==> src/rtl/hazard_ctrl.sv <==
// -----------------------------------------------------------------------------
// hazard_ctrl
//   Hazard and stall controller for a five-stage pipeline. It detects load-use
//   hazards between ID/EX and IF/ID, resolves taken branches by flushing IF/ID,
//   and freezes the whole pipeline while data memory is not ready. Priority is
//   memory stall > load-use > branch. The lower-priority event is suppressed for
//   that cycle and is evaluated again on the next cycle that advances.
//
// Parameters
//   CNT_W     width of the saturating stall and flush event counters
//   MAX_WAIT  number of MEM_WAIT cycles at which the sticky timeout sets
//
// Ports
//   clk           sole clock, rising edge
//   rst           synchronous, active-high reset
//   id_rs, id_rt  source register fields of the instruction in IF/ID
//   id_uses_rt    the IF/ID instruction actually reads Rt
//   ex_memread    the ID/EX instruction is a load
//   ex_rt         destination register of the ID/EX instruction
//   branch_taken  branch resolved taken in ID
//   mem_req       MEM stage is accessing data memory this cycle
//   mem_ready     data memory completes the access this cycle
//   pc_write      PC may update
//   ifid_write    IF/ID may load (0 = freeze)
//   bubble        zero the control word entering ID/EX
//   pipe_hold     ID/EX, EX/MEM and MEM/WB hold their contents
//   flush         clear IF/ID on the next edge
//   mem_timeout   sticky flag: a memory wait reached MAX_WAIT cycles
//   stall_cnt     saturating count of load-use bubbles inserted
//   flush_cnt     saturating count of flushes issued
//   state         current FSM state: 0 = RUN, 1 = MEM_WAIT
// -----------------------------------------------------------------------------
module hazard_ctrl #(
  parameter int CNT_W    = 16,
  parameter int MAX_WAIT = 255
) (
  input  logic             clk,
  input  logic             rst,
  input  logic [4:0]       id_rs,
  input  logic [4:0]       id_rt,
  input  logic             id_uses_rt,
  input  logic             ex_memread,
  input  logic [4:0]       ex_rt,
  input  logic             branch_taken,
  input  logic             mem_req,
  input  logic             mem_ready,
  output logic             pc_write,
  output logic             ifid_write,
  output logic             bubble,
  output logic             pipe_hold,
  output logic             flush,
  output logic             mem_timeout,
  output logic [CNT_W-1:0] stall_cnt,
  output logic [CNT_W-1:0] flush_cnt,
  output logic [1:0]       state
);

  // Wait counter is just wide enough to hold MAX_WAIT.
  localparam int                WAIT_W   = (MAX_WAIT < 2) ? 1 : $clog2(MAX_WAIT + 1);
  localparam logic [WAIT_W-1:0] WAIT_MAX = WAIT_W'(MAX_WAIT);

  // Encodings 2 and 3 are unused; they behave as RUN and fall back to it.
  typedef enum logic [1:0] {
    RUN      = 2'd0,
    MEM_WAIT = 2'd1
  } state_t;

  state_t            state_q;
  logic [WAIT_W-1:0] wait_cnt;
  logic              mem_stall;
  logic              load_use;
  logic              hold;

  assign state     = state_q;
  assign mem_stall = mem_req & ~mem_ready;

  // A load into R0 never produces a value worth waiting for.
  assign load_use = ex_memread & (ex_rt != 5'd0) &
                    ((ex_rt == id_rs) | (id_uses_rt & (ex_rt == id_rt)));

  // Pipeline-control outputs are combinational in state and inputs so that a
  // hazard is handled in the same cycle it is seen.
  always_comb begin
    // NOTE: every output gets a default first, so no path leaves one unassigned
    // and no latch is inferred.
    pc_write   = 1'b1;
    ifid_write = 1'b1;
    bubble     = 1'b0;
    pipe_hold  = 1'b0;
    flush      = 1'b0;

    // In MEM_WAIT the pipeline stays frozen until mem_ready, whatever mem_req
    // does; in RUN (and the unused encodings) a fresh stall freezes it.
    hold = (state_q == MEM_WAIT) ? ~mem_ready : mem_stall;

    if (hold) begin
      pipe_hold  = 1'b1;
      pc_write   = 1'b0;
      ifid_write = 1'b0;
    end else if (load_use) begin
      pc_write   = 1'b0;
      ifid_write = 1'b0;
      bubble     = 1'b1;
    end else if (branch_taken) begin
      flush = 1'b1;
    end
  end

  always_ff @(posedge clk) begin
    // NOTE: all state here uses non-blocking assignments so every register
    // samples the pre-edge values, independent of statement order.
    if (rst) begin
      state_q     <= RUN;
      wait_cnt    <= '0;
      mem_timeout <= 1'b0;
      stall_cnt   <= '0;
      flush_cnt   <= '0;
    end else begin
      case (state_q)
        RUN: begin
          if (mem_stall) state_q <= MEM_WAIT;
        end
        MEM_WAIT: begin
          if (mem_ready) begin
            state_q  <= RUN;
            wait_cnt <= '0;
          end else if (wait_cnt != WAIT_MAX) begin
            wait_cnt <= wait_cnt + 1'b1;
            // Sticky: once set it only clears on reset; the FSM keeps waiting.
            if (wait_cnt == WAIT_MAX - 1'b1) mem_timeout <= 1'b1;
          end
        end
        default: begin
          state_q <= RUN;
        end
      endcase

      // Event counters saturate at all-ones rather than wrapping.
      if (bubble && (stall_cnt != {CNT_W{1'b1}})) stall_cnt <= stall_cnt + 1'b1;
      if (flush  && (flush_cnt != {CNT_W{1'b1}})) flush_cnt <= flush_cnt + 1'b1;
    end
  end

endmodule

==> config.mk <==
export PLATFORM = sky130hd
export DESIGN_NAME = hazard_ctrl
export DESIGN_NICKNAME = d
export VERILOG_FILES = /design/src/rtl/hazard_ctrl.sv
export SDC_FILE = /design/constraint.sdc
export NUM_CORES = 1
export LEC_CHECK = 0
export CORE_UTILIZATION = 49
export DETAILED_ROUTE_END_ITERATION = 10
export MAX_ROUTING_LAYER = met4
export PLACE_DENSITY = 0.86
export SLEW_MARGIN = 40
export SYNTH_ARGS = -nofsm -noshare
export SYNTH_HDL_FRONTEND = slang
export SYNTH_SLANG_ARGS = --single-unit
==> constraint.sdc <==
create_clock -name clk -period 2.8 [get_ports clk]
set_clock_uncertainty 0.2 [all_clocks]
set_input_delay 0.42 -clock clk [delete_from_list [all_inputs] [get_ports clk]]
set_output_delay 0.42 -clock clk [all_outputs]
set_load 0.02 [all_outputs]
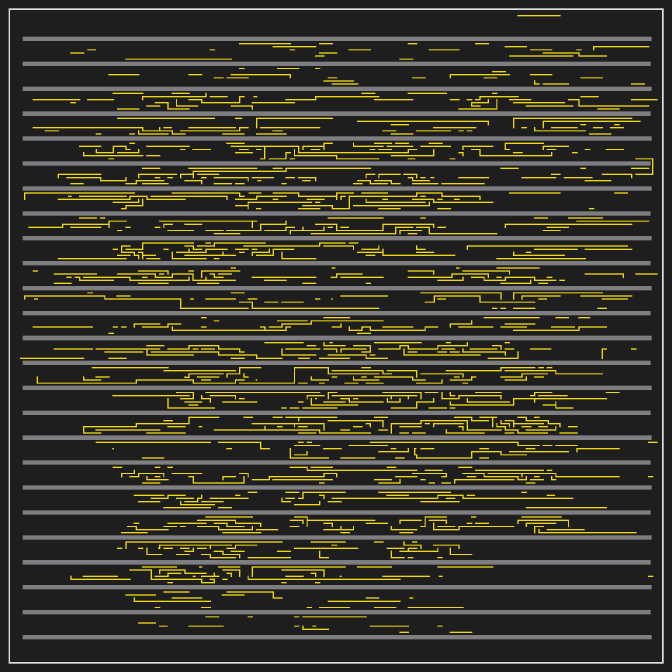
**Above:** metal 1.
Supply wires on this layer in grey.
wire length on this layer = 2650 microns
nets with wire on the layer = 354
via count: 2424
Post-Route WL: 6.08 mm
M1 GR Usage: 0.303

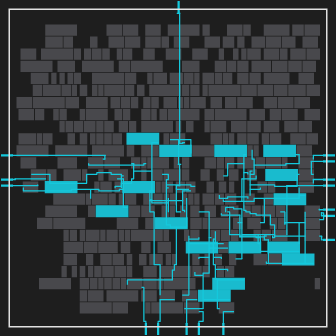
**Above:** nets reached from selected ports.
flush_cnt -> cyan  # bits 16, direction output, edge 7 right, 5 bottom, 3 left, 1 top, end cells 16, buffers 16, wire 725 microns
IO Count: 62
port bufs: 60

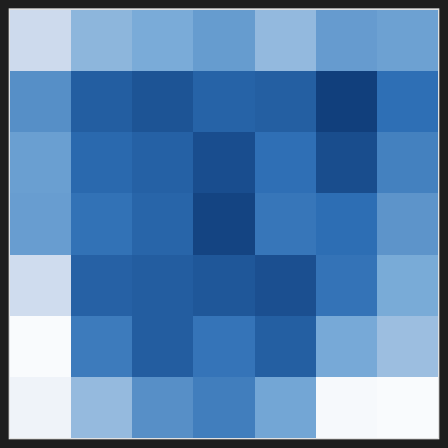
**Above:** local utilization.
The die is cut into 7 by 7 equal tiles; white is low, dark blue is high, 0 to 100% covered.
tiles over 75% full = 35%
fullest tile = 94%
densest ninth of the die = centre
mean over tiles = 62%
core area: 4470 sq um
core utilization at floorplan: 0.524
Post-Route Utilization: 0.713

==> impl_metrics.ini <==
; flow metrics
[status]
outcome = complete, but fails checks
violations = DRC

[placed_design]
gp_congestion = 0.813
place_hpwl_mm = 4.44

[drt]
vias_per_cell = 5.77
wl_met2_mm = 2.94
firstDrtPassIters = 8
dr.first_iter.drc_count = 188
drc = 9

[clocking]
cts-resized-gates = 11

[critical_path]
r2r_slack_ns = 0.58
critical-path-top-delay-family = buffers and inverters
crit_arrival_ns = 2.69

[pwr]
fin_total_pwr_mw = 1.16

[layout]
fin_nets = 393
sh_comb_area = 0.453
nFillCells = 360
top_regs = flush_cnt (16), stall_cnt (16), wait_cnt (8)

[synthesis]
synth-simple-area-share = 0.340
ys_sh_aoi = 0.123
synth_area_per_cell_sq_um = 8.00

[global_route]
grt_start_max_net_pins = 27
grt_pass1_wl_mm = 10.1
grt_pass1_vias = 2242
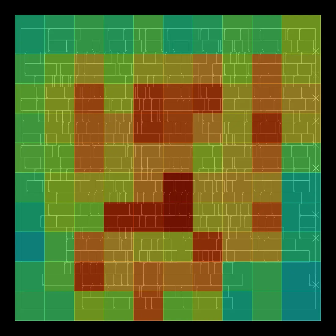
**Above:** routing congestion.
All-Layer GR Usage: 0.257
wire per inst: 14.5 microns
GR Util met2: 0.440
grt peak-use layer: met2
GR Layer Usage met3: 0.0584

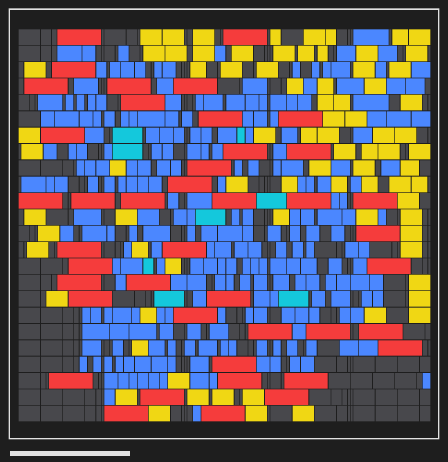
**Above:** cell classes on the final placement.
The bar under the picture is 20 microns long. Fill, decap, tap and diode cells in grey.
other buffers and delay cells -> yellow  # cells 79
clock drivers and dummy loads -> cyan  # cells 8
flip-flops -> red  # cells 42
all other logic -> blue  # cells 239
post-route cell area: 3190 sq um
site row count: 24
flop share of the area: 0.263

